==> config.mk <==
export PLATFORM = sky130hd
export DESIGN_NAME = ebpf_fetch_unit
export DESIGN_NICKNAME = d
export VERILOG_FILES = /design/src/rtl/ebpf_fetch_pkg.sv /design/src/rtl/ebpf_fetch_unit_fifo.sv /design/src/rtl/ebpf_fetch_unit.sv
export SDC_FILE = /design/constraint.sdc
export NUM_CORES = 1
export LEC_CHECK = 0
export CORE_AREA = 5 5 242 244
export CTS_BUF_LIST = sky130_fd_sc_hd__clkbuf_2
export DETAILED_ROUTE_END_ITERATION = 12
export DIE_AREA = 0 0 247 249
export PLACE_DENSITY = 0.56
export SETUP_SLACK_MARGIN = 0.3
export SLEW_MARGIN = 20
export SYNTH_ARGS = -nofsm -noshare
export SYNTH_HDL_FRONTEND = slang
export SYNTH_SLANG_ARGS = --single-unit
==> constraint.sdc <==
create_clock -name clk -period 6.3 [get_ports clk]
set_clock_uncertainty 0.05 [all_clocks]
set_input_delay 1.575 -clock clk [delete_from_list [all_inputs] [get_ports clk]]
set_output_delay 1.575 -clock clk [all_outputs]
set_load 0.02 [all_outputs]
==> src/rtl/ebpf_fetch_pkg.sv <==
// Shared types for the eBPF instruction fetch stage: exception codes and the
// {data, err} entry held in the prefetch buffer.
package ebpf_fetch_pkg;

  localparam int INSTR_BYTES = 8;

  typedef enum logic [1:0] {
    NONE         = 2'b00,
    MISALIGNED   = 2'b01,
    BUS_ERR      = 2'b10,
    OUT_OF_RANGE = 2'b11
  } fetch_exc_e;

  typedef struct packed {
    logic [63:0] data;
    logic        err;
  } fifo_entry_t;

endpackage

==> src/rtl/ebpf_fetch_unit_fifo.sv <==
// Prefetch buffer: DEPTH-entry synchronous FIFO with flush, occupancy count and
// simultaneous push/pop. Overflow is prevented upstream by the request cap.
module fetch_fifo
  import ebpf_fetch_pkg::*;
#(
  parameter int DEPTH = 4,
  parameter int CNT_W = $clog2(DEPTH) + 1
) (
  input  logic             clk,
  input  logic             reset,
  input  logic             clear,
  input  logic             push,
  input  fifo_entry_t      pushEntry,
  input  logic             pop,
  output fifo_entry_t      headEntry,
  output logic [CNT_W-1:0] count
);

  localparam int PW = $clog2(DEPTH);

  fifo_entry_t mem [DEPTH];
  logic [PW-1:0] rdPtr;
  logic [PW-1:0] wrPtr;

  always_ff @(posedge clk) begin
    if (push) begin
      mem[wrPtr] <= pushEntry;
    end
  end

  // Flush wins over push/pop so a redirect never keeps a stale word.
  always_ff @(posedge clk) begin
    if (!reset || clear) begin
      rdPtr <= '0;
      wrPtr <= '0;
      count <= '0;
    end else begin
      if (push) begin
        wrPtr <= wrPtr + PW'(1);
      end
      if (pop) begin
        rdPtr <= rdPtr + PW'(1);
      end
      count <= count + CNT_W'(push) - CNT_W'(pop);
    end
  end

  assign headEntry = mem[rdPtr];

endmodule

==> src/rtl/ebpf_fetch_unit.sv <==
// Fetch stage ahead of the eBPF core: sequential prefetch into a small buffer,
// jump detection by address mismatch, and discard of in-flight stale responses.
module ebpf_fetch_unit
  import ebpf_fetch_pkg::*;
#(
  parameter int DEPTH    = 4,
  parameter int IM_BYTES = 32768
) (
  input  logic        clk,
  input  logic        reset,
  input  logic [63:0] fetch_addr,
  output logic [63:0] instruction,
  output logic        instr_valid,
  output logic [1:0]  instr_exc,
  output logic        mem_req_valid,
  input  logic        mem_req_ready,
  output logic [63:0] mem_req_addr,
  input  logic        mem_rsp_valid,
  input  logic [63:0] mem_rsp_data,
  input  logic        mem_rsp_err
);

  localparam int CW = $clog2(DEPTH) + 1;
  localparam int SW = CW + 1;
  localparam logic [63:0] IM_LIMIT = 64'(IM_BYTES);

  logic [63:0] streamBase;
  logic [63:0] pfAddr;
  logic [CW-1:0] outstanding;
  logic [CW-1:0] discard;
  logic [CW-1:0] fifoCount;
  logic [SW-1:0] occupancy;
  fifo_entry_t headEntry;
  fifo_entry_t rspEntry;
  fetch_exc_e excCode;
  logic misaligned, outOfRange, illegal, hit, miss, headPresent;
  logic reqFire, dropRsp, pushRsp, popHead;

  assign misaligned  = fetch_addr[2:0] != 3'b000;
  assign outOfRange  = fetch_addr >= IM_LIMIT;
  assign illegal     = misaligned || outOfRange;
  assign hit         = !illegal && (fetch_addr == streamBase);
  assign miss        = !illegal && !hit;
  assign headPresent = fifoCount != '0;
  assign occupancy   = SW'(fifoCount) + SW'(outstanding);

  // Outputs are forced to their idle values while reset is held.
  always_comb begin
    instr_valid   = 1'b0;
    instruction   = '0;
    excCode       = NONE;
    mem_req_valid = 1'b0;
    if (reset) begin
      if (misaligned) begin
        excCode = MISALIGNED;
      end else if (outOfRange) begin
        excCode = OUT_OF_RANGE;
      end else if (hit && headPresent) begin
        if (headEntry.err) begin
          excCode = BUS_ERR;
        end else begin
          instr_valid = 1'b1;
          instruction = headEntry.data;
        end
      end
      mem_req_valid = hit && (occupancy < SW'(DEPTH)) && (pfAddr < IM_LIMIT);
    end
  end

  assign instr_exc    = excCode;
  assign mem_req_addr = pfAddr;

  assign reqFire  = mem_req_valid && mem_req_ready;
  assign popHead  = instr_valid;
  assign dropRsp  = mem_rsp_valid && (discard != '0);
  assign pushRsp  = mem_rsp_valid && !dropRsp && !miss;
  assign rspEntry = '{data: mem_rsp_data, err: mem_rsp_err};

  // On a miss every response still owed by memory belongs to the old stream.
  always_ff @(posedge clk) begin
    if (!reset) begin
      streamBase  <= '0;
      pfAddr      <= '0;
      outstanding <= '0;
      discard     <= '0;
    end else if (miss) begin
      streamBase  <= fetch_addr;
      pfAddr      <= fetch_addr;
      outstanding <= outstanding - CW'(mem_rsp_valid);
      discard     <= outstanding - CW'(mem_rsp_valid);
    end else begin
      if (popHead) begin
        streamBase <= streamBase + 64'(INSTR_BYTES);
      end
      if (reqFire) begin
        pfAddr <= pfAddr + 64'(INSTR_BYTES);
      end
      outstanding <= outstanding + CW'(reqFire) - CW'(mem_rsp_valid);
      if (dropRsp) begin
        discard <= discard - CW'(1);
      end
    end
  end

  fetch_fifo #(
    .DEPTH(DEPTH),
    .CNT_W(CW)
  ) uFifo (
    .clk      (clk),
    .reset    (reset),
    .clear    (miss),
    .push     (pushRsp),
    .pushEntry(rspEntry),
    .pop      (popHead),
    .headEntry(headEntry),
    .count    (fifoCount)
  );

endmodule

Run 1, clock nets:
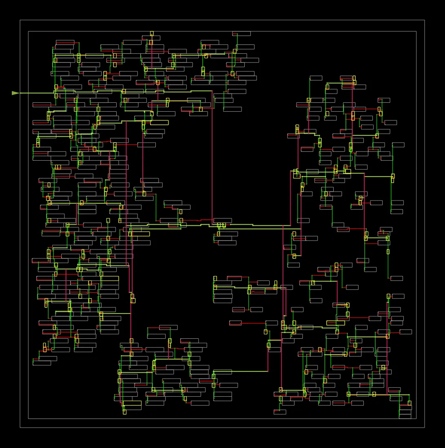
flop count: 400
clock tree buffer count of the final layout: 144
clk latency late pin: 1.03 ns

Run 1, power grid:
Bar = 50 µm. Pins as bars on the die edge.
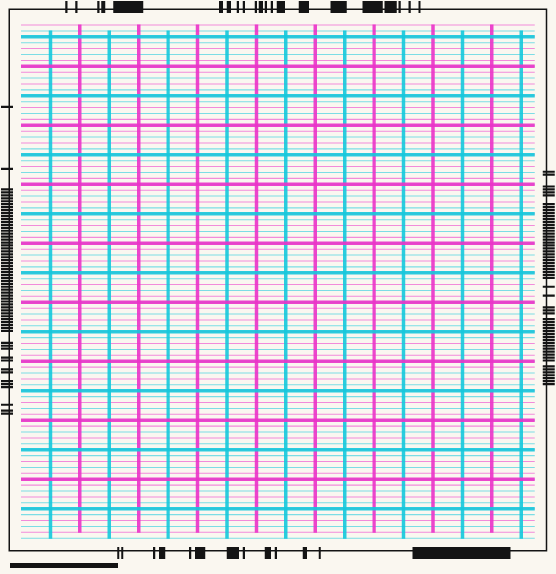
- magenta: VDD
- cyan: VSS
- met4 straps: 17
- met1 rails: 88
- signal pins: 265
- met5 straps: 17

==> git commit body, run 1 <==
Refresh implementation metrics

* Setup repair bufs after CTS: 0
- Root Driver: clkbuf_2
* Register share of total power: 53.6%
- The detail route stage leaves a number of antenna-violating nets equal to 0.
- Non-clock buffering takes up 14.40% of total cell area after layout.
- The longest incremental delay of any stage on the critical path is reported as 0.51 ns.
* Fp util: 28.63%
- Multiplexer share of the synthesized area: 9.245%
- OpenROAD warnings: 32
- For the worst reg-to-reg path, the endpoint reported by OpenROAD is outstanding[2]$_SDFF_PN0_.
- Per the synthesis report, the AND-OR/OR-AND share of the synthesized area is 2.993%.
- 265 I/O pins were placed.
* Source of the critical timing path: fetch_addr[14]
* Unrepaired setup endpoints after global routing: true
- Distinct cell type count after synthesis: 63
- Tapcell Cnt: 756
* Share of async-settable or async-resettable flops after synthesis: 0%
- CP endpoint: instruction[4]
- Clock Power Share: 31.6%
- For this run the aggregate overflow at the end of global routing stands at 0.
- The floorplan has 87 rows.
* Largest net degree at the start of global routing: 55
* Fin crit period: 5.932 ns
- Cell area after synthesis: 0.01605 mm²
- Top cells, area: edfxtp_1, dfxtp_1, mux4_2, xnor2_1, nor2b_1
- The final timing summary puts the cycle share of the worst path at 94.15%.
* Terminating pin of the worst hold path: streamBase[46]$_SDFFE_PN0P_
- Registers take 0.01062 mm².
* Comb group: 897 µW
* Met1 Use GR: 17.82%
* IR drop worst, VDD: 141.2 µV
* Critical Path, Cell by Cell: clkdlybuf4s50_1, xnor2_2, buf_4, nand4_1, nor4_1, buf_4, and4_1, nand3_4, buf_12, nor2b_2, dlygate4sd2_1
- Hold repair after CTS inserted 0 buffers.
- Global Route met3 Usage: 4.667%
* Top routing layer in use: met5
* Count of state elements after synthesis: 400
- Worst Path Arrival: 4.31 ns
- CTS tree: yes
* Worst Max-Slew Pin Slew: 0.9140 ns
- Of the total synthesized cell area, the portion taken by XOR and XNOR cells is 4.038%.
- The share of the Yosys chip area taken by registers is 66.10%.
* Lkg Pwr: 7.420 nW
- Mean instance size in the synthesized netlist: 15.03 µm²
- Synthesis produced 1068 cells.
* Post-synth area from yosys stat: 0.01605 mm²
* Final critical-path setup slack: 0.3685 ns
* HPWL reported at the end of detailed placement: 29.96 mm
- The largest part of the power goes to sequential cells.
* Power drawn by the clock network: 1.91 mW
- Buf+Inv Stages, Crit Path: 5
- Most frequent cells after synthesis: edfxtp_1, dfxtp_1, xnor2_1
* Die W: 247 µm
- The analysis attributes to net switching a power of 1.636 mW.
- The flow ran to the end, and the final reports show no timing, DRC or antenna violations.
- Layout cells sized above 1: 21.44%
- Summed over all instances, the cell type with the most area after synthesis is edfxtp_1.
- R2r worst-path depth: 17
- Design area: 0.02080 mm²
* Count of inserted antenna diode cells: 2
Run 1, met2 routing:
Bar = 50 µm.
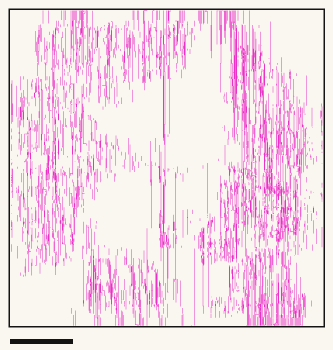
- longest straight run: 84.7 µm
- wire length on this layer: 21.1 mm
- main direction: vertical
GR Util met2: 22.45%
final wirelength: 44.03 mm
Via Count: 10194

Run 1, routed metal, one color a layer:
Bar = 50 µm. Two of the layers only.
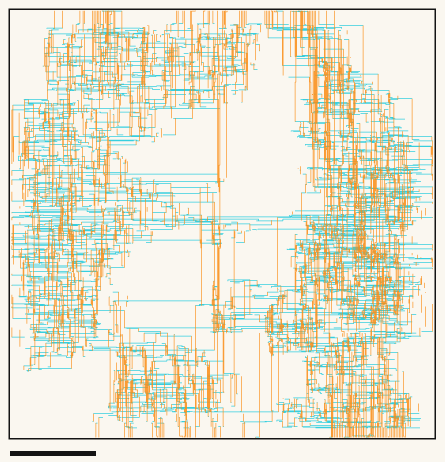
- orange: met2 (wire length 21.1 mm)
- cyan: met1 (wire length 18600 µm)
Total GRT Usage: 14.08%
detailed-route wire length per cell: 19.40 µm

==> run 1 -> run 2 <==
--- a/config.mk
+++ b/config.mk
@@ -5,11 +5,11 @@
 export SDC_FILE = /design/constraint.sdc
 export NUM_CORES = 1
 export LEC_CHECK = 0
-export CORE_AREA = 5 5 242 244
+export CORE_AREA = 5 5 171 173
 export CTS_BUF_LIST = sky130_fd_sc_hd__clkbuf_2
 export DETAILED_ROUTE_END_ITERATION = 12
-export DIE_AREA = 0 0 247 249
-export PLACE_DENSITY = 0.56
+export DIE_AREA = 0 0 176 178
+export PLACE_DENSITY = 0.95
 export SETUP_SLACK_MARGIN = 0.3
 export SLEW_MARGIN = 20
 export SYNTH_ARGS = -nofsm -noshare
Run 2, power grid:
Bar = 50 µm. Pins as bars on the die edge.
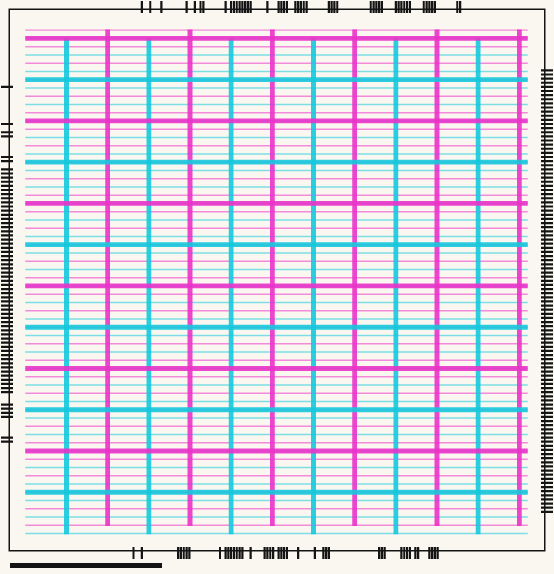
- cyan: VSS
- magenta: VDD
- met4 straps: 12
- met1 rails: 62
- signal pins: 265
IR drop worst, VDD: 256.5 µV
Die W: 176 µm
Std-Cell Core Area: 0.02748 mm²
Die Y: 178 µm

Run 2, clock nets:
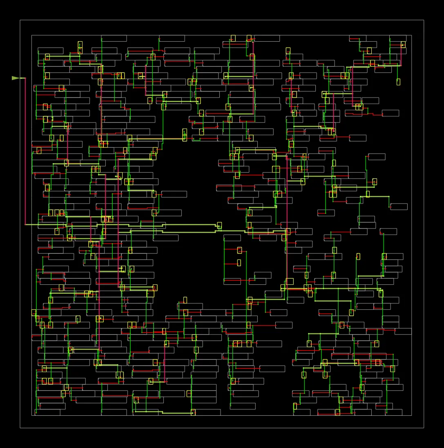
clock tree buffer count of the final layout: 136
power drawn by the clock network: 1.60 mW
TritonCTS Sinks: 400
clk latency late pin: 0.93 ns
CTS Buf Count: 97

Run 2, routed metal, one color a layer:
Bar = 50 µm. Two of the layers only.
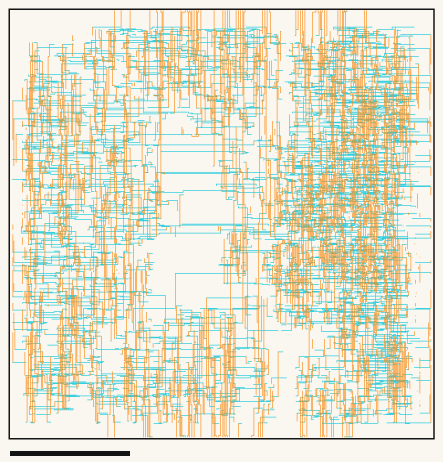
- cyan: met1 (wire length 14900 µm)
- orange: met2 (wire length 18700 µm)
Via Count: 10560
final wirelength: 38.22 mm
Total GRT Usage: 24.28%
detailed-route wire length per cell: 20.93 µm

==> run 2 against run 1 <==
  * Sequential power hardly changed
  * Synthesized cell count unchanged
  * Worst hold slack better by 0.0020 ns
  * Setup slack lost 0.017 ns
  * First-iteration DRC count increased by 110%
  * Sequential cell count did not move
  * Critical path depth shrank 2
  * Synthesized area stayed put
  * Count of clock-buffer cells in the layout fell by 8
==> git commit body, run 2 <==
Refresh implementation metrics

- The flow ran to the end, and the final reports show no timing, DRC or antenna violations.
- Setup repair bufs after CTS: 0 (unchanged)
- The count of pins on the block boundary came to 265 (unchanged).
* Final critical-path setup slack: 0.3513 ns (-0.01718 ns)
- edfxtp_1 takes more of the synthesized area than any other cell.
- Count of state elements after synthesis: 400 (unchanged)
- CP endpoint: instruction[57]
- The largest net degree at the start of global routing was 66 (+20%).
- The floorplan core density was 58.42% (+30 points).
- The post-synthesis chip area from yosys was 0.01605 mm² (unchanged).
- Crit Reg-Reg Endpoint: outstanding[2]$_SDFF_PN0_
- The path depth of the worst reg2reg path is 15 (-2).
* Register share of total power: 57.3% (+3.7 points)
* Global route total overflow: 0 (unchanged)
* Clk cell area share: 4.233%
- The fraction of registers with async set/reset came to 0% (unchanged).
* Met1 Use GR: 31.49% (+14 points)
- Top cells, area: edfxtp_1, dfxtp_1, mux4_2, xnor2_1, nor2b_1
- Global placer's final weighted congestion: 1.044
* Layout cells sized above 1: 19.62% (-1.8 points)
- The final sequential cell count is 400 (unchanged).
- Global Route met3 Usage: 6.634% (+2.0 points)
- After detailed routing, the wire length on met1 is 14.91 mm.
* Area fraction in compound gates: 2.993% (unchanged)
- Post-layout period usage of the worst path: 94.42% (+0.27 points)
- Stage delay of the slowest cell on the critical path: 0.62 ns (+0.11 ns)
* Critical path's most frequent cell: clkdlybuf4s50_1
- The worst hold path terminates at streamBase[15]$_SDFFE_PN0P_.
* Fraction of cell area in non-clock buffers: 14.92% (+0.53 points)
* Post_cts resized: 1
* Post-synthesis sequential area ratio: 66.10% (unchanged)
- The hold-fix buffer count after cts is 0 (unchanged).
- The data arrival at the endpoint of the critical path came to 4.32 ns (about the same).
- The count of standard-cell rows is 61 (-30%).
- The xor/xnor share of the synthesized area came to 4.038% (unchanged).
- The switching power total is 1.532 mW (-6.3%).
* Fin crit period: 5.949 ns (+0.01718 ns)
- Critical Path, Cell by Cell: clkdlybuf4s50_1, xnor2_1, nand4_1, nor4_2, and4_2, nand3_4, buf_12, nor2b_1, clkdlybuf4s50_1
- Cell area after synthesis: 0.01605 mm² (unchanged)
- Unrepaired setup endpoints after global routing: false
- After detailed routing, no signal wire sits above met4.
- HPWL reported at the end of detailed placement: 25.18 mm (-16%)
- Syn Inst Count: 1068 (unchanged)
* Final setup fails: 0
- The mean instance size in the synthesized netlist came to 15.03 µm² (unchanged).
- For reference, the final report shows the max-slew violation count at 0.
- The post-layout instance area was 0.02013 mm² (-3.2%).
- The count of cell types in the netlist was 63 (unchanged).
* OpenROAD warnings: 30 (-6.3%)
- The power in combinational cells is 813 µW (-9.4%).
- The antenna violation net count after detailed routing came to 0 (unchanged).
- Buf+Inv Stages, Crit Path: 3 (-2)
- The proportion of power drawn by the clock network was 28.3% (-3.3 points).
* Tapcell Cnt: 346 (-54%)
- The number of antenna repair diodes was 2 (unchanged).
* Worst Max-Slew Pin Slew: 0.9458 ns (+0.03177 ns)
* Multiplexer share of the synthesized area: 9.245% (unchanged)
- Main power group: sequential cells
No activity file was given, so power comes from the tool's default toggle rates.
